`config.mk`:
```
export PLATFORM = sky130hd
export DESIGN_NAME = matmul_systolic_engine
export DESIGN_NICKNAME = d
export VERILOG_FILES = /design/src/rtl/matmul_systolic_engine.sv
export SDC_FILE = /design/constraint.sdc
export NUM_CORES = 2
export LEC_CHECK = 0
export ABC_AREA = 1
export CAP_MARGIN = 40
export CORE_ASPECT_RATIO = 0.8
export CORE_MARGIN = 2
export CORE_UTILIZATION = 66
export CTS_BUF_LIST = sky130_fd_sc_hd__clkbuf_2 sky130_fd_sc_hd__clkbuf_4 sky130_fd_sc_hd__clkbuf_8
export CTS_CLUSTER_DIAMETER = 50
export DETAILED_ROUTE_END_ITERATION = 16
export MAX_ROUTING_LAYER = met4
export PLACE_DENSITY_LB_ADDON = 0.12
export SLEW_MARGIN = 20
export SYNTH_ARGS = -nofsm -noshare
export SYNTH_HDL_FRONTEND = slang
export SYNTH_SLANG_ARGS = --single-unit
```
`constraint.sdc`:
```
create_clock -name clk_i -period 12.75 [get_ports clk_i]
set_input_delay 2.55 -clock clk_i [delete_from_list [all_inputs] [get_ports clk_i]]
set_output_delay 2.55 -clock clk_i [all_outputs]
set_load 0.02 [all_outputs]
```
`src/rtl/matmul_systolic_engine.sv`:
```
// Output-stationary systolic matrix multiplier: C = A*B or C += A*B on signed
// operands up to MAX_DIM x MAX_DIM, with skewed edge feed and sticky overflow flags.
module matmul_systolic_engine #(
  parameter int DATA_WIDTH = 8,
  parameter int BUS_WIDTH  = 32,
  parameter int DIM_W      = 3,
  localparam int MAX_DIM   = BUS_WIDTH / DATA_WIDTH
) (
  input  logic                                     clk_i,
  input  logic                                     rst_ni,
  input  logic                                     start_i,
  input  logic                                     accumulate_i,
  input  logic [DIM_W-1:0]                         n_dim_i,
  input  logic [DIM_W-1:0]                         k_dim_i,
  input  logic [DIM_W-1:0]                         m_dim_i,
  input  logic [MAX_DIM*MAX_DIM*DATA_WIDTH-1:0]    a_matrix_i,
  input  logic [MAX_DIM*MAX_DIM*DATA_WIDTH-1:0]    b_matrix_i,
  output logic [MAX_DIM*MAX_DIM*2*DATA_WIDTH-1:0]  c_matrix_o,
  output logic [MAX_DIM*MAX_DIM-1:0]               flags_o,
  output logic                                     busy_o,
  output logic                                     done_o,
  output logic                                     err_o
);

  localparam int ACC_W = 2 * DATA_WIDTH;
  localparam int CNT_W = $clog2(3 * MAX_DIM);

  localparam logic [1:0] ST_IDLE    = 2'd0;
  localparam logic [1:0] ST_COMPUTE = 2'd1;
  localparam logic [1:0] ST_DONE    = 2'd2;

  logic [1:0]             state_q;
  logic [CNT_W-1:0]       t_q;
  logic [CNT_W-1:0]       last_q;
  logic [DIM_W-1:0]       n_q, k_q, m_q;
  logic                   err_q;
  logic                   dims_legal;
  logic                   start_accept;

  logic signed [DATA_WIDTH-1:0] a_q      [MAX_DIM][MAX_DIM];
  logic signed [DATA_WIDTH-1:0] b_q      [MAX_DIM][MAX_DIM];
  logic signed [DATA_WIDTH-1:0] a_pipe_q [MAX_DIM][MAX_DIM];
  logic signed [DATA_WIDTH-1:0] b_pipe_q [MAX_DIM][MAX_DIM];
  logic signed [DATA_WIDTH-1:0] row_feed_d [MAX_DIM];
  logic signed [DATA_WIDTH-1:0] col_feed_d [MAX_DIM];
  logic signed [ACC_W-1:0]      acc_q    [MAX_DIM][MAX_DIM];
  logic signed [ACC_W-1:0]      prod     [MAX_DIM][MAX_DIM];
  logic signed [ACC_W-1:0]      sum      [MAX_DIM][MAX_DIM];
  logic [MAX_DIM-1:0]           ovf      [MAX_DIM];
  logic [MAX_DIM-1:0]           flag_q   [MAX_DIM];

  assign dims_legal = (n_dim_i != '0) && (int'(n_dim_i) <= MAX_DIM) &&
                      (k_dim_i != '0) && (int'(k_dim_i) <= MAX_DIM) &&
                      (m_dim_i != '0) && (int'(m_dim_i) <= MAX_DIM);
  assign start_accept = (state_q == ST_IDLE) && start_i;

  assign busy_o = (state_q == ST_COMPUTE);
  assign done_o = (state_q == ST_DONE);
  assign err_o  = (state_q == ST_DONE) && err_q;

  always_ff @(posedge clk_i or negedge rst_ni) begin
    if (!rst_ni) begin
      state_q <= ST_IDLE;
      t_q     <= '0;
      last_q  <= '0;
      n_q     <= '0;
      k_q     <= '0;
      m_q     <= '0;
      err_q   <= 1'b0;
    end else begin
      case (state_q)
        ST_IDLE: begin
          if (start_i) begin
            n_q     <= n_dim_i;
            k_q     <= k_dim_i;
            m_q     <= m_dim_i;
            err_q   <= !dims_legal;
            t_q     <= '0;
            last_q  <= CNT_W'(int'(n_dim_i) + int'(m_dim_i) + int'(k_dim_i) - 2);
            state_q <= dims_legal ? ST_COMPUTE : ST_DONE;
          end
        end
        ST_COMPUTE: begin
          if (t_q == last_q) state_q <= ST_DONE;
          else               t_q     <= t_q + 1'b1;
        end
        ST_DONE: state_q <= ST_IDLE;
        default: state_q <= ST_IDLE;
      endcase
    end
  end

  always_ff @(posedge clk_i or negedge rst_ni) begin
    if (!rst_ni) begin
      for (int unsigned i = 0; i < MAX_DIM; i++) begin
        for (int unsigned k = 0; k < MAX_DIM; k++) begin
          a_q[i][k] <= '0;
          b_q[i][k] <= '0;
        end
      end
    end else if (start_accept) begin
      for (int unsigned i = 0; i < MAX_DIM; i++) begin
        for (int unsigned k = 0; k < MAX_DIM; k++) begin
          a_q[i][k] <= a_matrix_i[(i*MAX_DIM+k)*DATA_WIDTH +: DATA_WIDTH];
          b_q[i][k] <= b_matrix_i[(i*MAX_DIM+k)*DATA_WIDTH +: DATA_WIDTH];
        end
      end
    end
  end

  // Skewed edge feed: row i carries A[i][t-i], column j carries B[t-j][j].
  always_comb begin
    for (int unsigned i = 0; i < MAX_DIM; i++) begin
      row_feed_d[i] = '0;
      col_feed_d[i] = '0;
    end
    if (state_q == ST_COMPUTE) begin
      for (int unsigned i = 0; i < MAX_DIM; i++) begin
        for (int unsigned k = 0; k < MAX_DIM; k++) begin
          if (i < 32'(n_q) && k < 32'(k_q) && 32'(t_q) == i + k)
            row_feed_d[i] = a_q[i][k];
          if (i < 32'(m_q) && k < 32'(k_q) && 32'(t_q) == i + k)
            col_feed_d[i] = b_q[k][i];
        end
      end
    end
  end

  // Column 0 of a_pipe_q / row 0 of b_pipe_q are the edge feed registers.
  always_ff @(posedge clk_i or negedge rst_ni) begin
    if (!rst_ni) begin
      for (int unsigned i = 0; i < MAX_DIM; i++) begin
        for (int unsigned j = 0; j < MAX_DIM; j++) begin
          a_pipe_q[i][j] <= '0;
          b_pipe_q[i][j] <= '0;
        end
      end
    end else if (state_q != ST_COMPUTE) begin
      for (int unsigned i = 0; i < MAX_DIM; i++) begin
        for (int unsigned j = 0; j < MAX_DIM; j++) begin
          a_pipe_q[i][j] <= '0;
          b_pipe_q[i][j] <= '0;
        end
      end
    end else begin
      for (int unsigned i = 0; i < MAX_DIM; i++) begin
        a_pipe_q[i][0] <= row_feed_d[i];
        b_pipe_q[0][i] <= col_feed_d[i];
        for (int unsigned j = 1; j < MAX_DIM; j++) begin
          a_pipe_q[i][j] <= a_pipe_q[i][j-1];
          b_pipe_q[j][i] <= b_pipe_q[j-1][i];
        end
      end
    end
  end

  always_comb begin
    for (int unsigned i = 0; i < MAX_DIM; i++) begin
      ovf[i] = '0;
      for (int unsigned j = 0; j < MAX_DIM; j++) begin
        prod[i][j] = ACC_W'(a_pipe_q[i][j]) * ACC_W'(b_pipe_q[i][j]);
        sum[i][j]  = acc_q[i][j] + prod[i][j];
        ovf[i][j]  = (acc_q[i][j][ACC_W-1] == prod[i][j][ACC_W-1]) &&
                     (sum[i][j][ACC_W-1] != acc_q[i][j][ACC_W-1]);
      end
    end
  end

  always_ff @(posedge clk_i or negedge rst_ni) begin
    if (!rst_ni) begin
      for (int unsigned i = 0; i < MAX_DIM; i++) begin
        flag_q[i] <= '0;
        for (int unsigned j = 0; j < MAX_DIM; j++) acc_q[i][j] <= '0;
      end
    end else if (start_accept && dims_legal && !accumulate_i) begin
      for (int unsigned i = 0; i < MAX_DIM; i++) begin
        flag_q[i] <= '0;
        for (int unsigned j = 0; j < MAX_DIM; j++) acc_q[i][j] <= '0;
      end
    end else if (state_q == ST_COMPUTE) begin
      for (int unsigned i = 0; i < MAX_DIM; i++) begin
        flag_q[i] <= flag_q[i] | ovf[i];
        for (int unsigned j = 0; j < MAX_DIM; j++) acc_q[i][j] <= sum[i][j];
      end
    end
  end

  always_comb begin
    c_matrix_o = '0;
    flags_o    = '0;
    for (int unsigned i = 0; i < MAX_DIM; i++) begin
      for (int unsigned j = 0; j < MAX_DIM; j++) begin
        c_matrix_o[(i*MAX_DIM+j)*ACC_W +: ACC_W] = acc_q[i][j];
        flags_o[i*MAX_DIM+j]                     = flag_q[i][j];
      end
    end
  end

endmodule

```
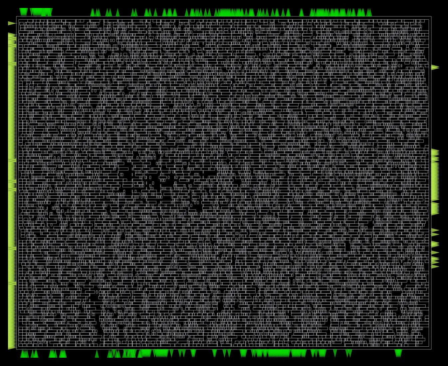
Fig. 1. Placement view.
Seq/total area: 21.4%
Flops: 804
core area: 127,000 µm²
final standard cell utilization of the core: 74.1%

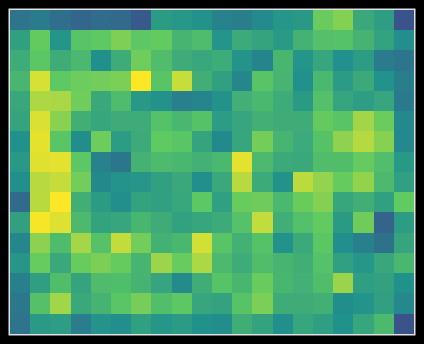
Fig. 2. Wire density map.
Scale: 1 px per µm. 20 x 16 tiles, from dark purple (low) to yellow (high), scaled to the fullest tile. Values are wire area over tile area, all layers added.
mean over tiles	0.29
tiles over half the peak	84%
fullest tile	0.46

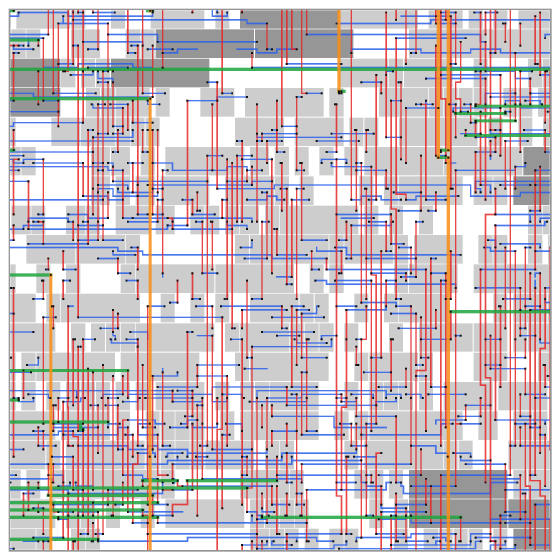
Fig. 3. Layout detail.
Region (177, 202) to (227, 252) µm. Cells in gray, sequential cells in the stronger gray; small squares are vias.
color	layer
green	M3
red	M2
blue	M1
orange	M4
netlist names of flops here include	a_pipe_q (5), b_pipe_q (2)
cells with their middle in the window	251
most frequent	inv_1 (98), nand2_1 (49), fa_1 (28)
sequential cells in the window	8

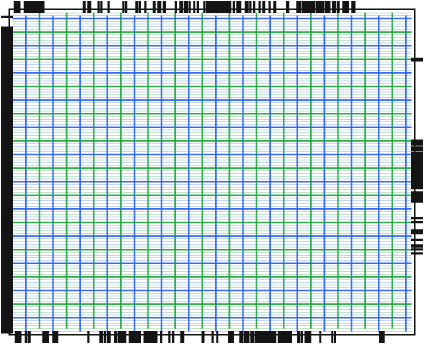
Fig. 4. Floorplan with the power grid.
Scale: 1 px per µm. Pins as bars on the die edge.
color	net
green	VDD
blue	VSS
met5 straps	23
met4 straps	29
signal pins	544

==> qor.rpt <==
RUN STATUS
------------------------------------------------------------------------------
Status                                                            finished, final reports clean

DIE
------------------------------------------------------------------------------
# IOs                                                                      544
Vert. Die Dim                                                           324 µm
Core Rows                                                                  117

LOGIC SYNTHESIS
------------------------------------------------------------------------------
Dominant register cell                                                 dfrtp_1
Number of standard cells reported by yosys                              11,109
Simple-gate portion of the synthesized area                              18.8%
Flops & latches, synth                                                     804
Top-area cell share                                                      23.8%
Adder-cell area share of the yosys netlist                               31.8%
Number of enable-type register cells in the synthesized netlist              0
Cell accounting for the most synthesized area                          dfrtp_1
Area fraction in xor and xnor cells                                      3.03%
Mux frac, synth                                                             0%
Avg Inst Size Synth                                                   7.61 µm²
Compound-gate portion of the synthesized area                            8.27%
Post-synthesis instance area                                        84,500 µm²
Synth cell count leaders                                          nand2_1, inv_1, fa_1

CELLS AND AREA
------------------------------------------------------------------------------
Combined flip-flop and latch cell area                              20,100 µm²
Buffers excl. clock                                                        576
Top Layout Cells                                                  nand2_1, inv_1, fa_1
Number of logic inverters in the finished layout                         2,748
Number of nets in the finished design                                   13,315
Multi-input logic portion of the cell area                               55.6%
Share of cells above drive strength 1                                    3.22%
Total number of multi-input combinational cells                          7,156
Area occupied by multi-input gates                                  52,300 µm²
Clock buffers                                                              212
Area-dominant class                                               multi-input combinational cells

WORST SETUP PATH
------------------------------------------------------------------------------
CP Launch Point                                                   b_pipe_q[96]
Max FO, Critical Path                                                        9
Cell family with the largest share of critical-path delay          adder cells
Register-to-Register Setup Slack                                       6.40 ns
Reg-to-reg startpoint                                             b_pipe_q[96]
Critical path buffer and inverter count                                      7
Cell count of the worst reg-to-reg path                                     28
Critical path endpoint category                                       register
Largest incremental delay on the critical path                         0.73 ns
WP data arrival                                                        7.13 ns
Cell seen most often among critical-path stages                          inv_1

TIMING
------------------------------------------------------------------------------
Maximum clock frequency                                                158 MHz
Min cycle time layout                                                  6.35 ns
Relative max-transition margin                                           26.2%
Worst Clk Skew                                                       0.0733 ns
Worst Setup Slack, final                                               6.40 ns
Setup violators final                                                        0
Final total negative setup slack                                          0 ns

GLOBAL ROUTE
------------------------------------------------------------------------------
Antenna violations before repair                                             6
Met2 Resource Use GR                                                     58.1%
Tot GR Track Use                                                         37.2%
Met3 track utilization from global routing                               6.94%
First-pass GRT wire length                                          374,000 µm

POWER
------------------------------------------------------------------------------
Overall power of the completed layout                                 0.0113 W
P per Cell Area                                                     121 nW/µm²
Peak VDD IR                                                           0.129 mV

ROUTING
------------------------------------------------------------------------------
Antenna viol nets, final                                                     0
Top routing layer in use                                                  met4
Via count                                                               71,563
Wire length on met2                                                 107,000 µm
Final routed wire length divided by cell count                         17.5 µm
First DRT Iteration DRCs                                                 5,865
Met1 Wirelength                                                      96,200 µm

PLACED DESIGN
------------------------------------------------------------------------------
Placed Instances                                                        12,948

HOLD PATH
------------------------------------------------------------------------------
Worst Hold Class                                                       reg2reg
Hold path endpoint                                                      b_q[4]

CLOCK NETWORK
------------------------------------------------------------------------------
Number of buffers inserted to repair setup after CTS                         0
Total number of H-tree levels                                                4
Clock root cell                                                       clkbuf_8
Max Root-Sink Buffers                                                        3

RUN
------------------------------------------------------------------------------
Tool warnings                                                               39

power breakdown:
group | internal [W] | leakage [nW] | switching [W] | total [W]
clock network | 0.00157 | 1.73 | 0.00127 | 0.00284
registers | 0.00336 | 10.7 | 0.000784 | 0.00415
logic | 0.00163 | 42.0 | 0.00273 | 0.00436
state kept, by name, summed over array words and instances, names as in the netlist:
register    cells
c_matrix_o    256
a_pipe_q      128
a_q           128
b_pipe_q      128
b_q           128
flags_o        16
last_q          4
t_q             4
k_q             3
m_q             3
n_q             3
state_q         2
err_q           1
stage by stage:
step / hold slack [ns] / utilization, %
2_1_floorplan: 0.437 / -
6_report: 0.464 / 74.1
3_3_place_gp: 0.448 / 71.2
4_1_cts: 0.468 / 74.1
5_1_grt: 0.482 / 74.1
3_5_place_dp: 0.453 / 71.4
Power and IR drop assume default switching activity.
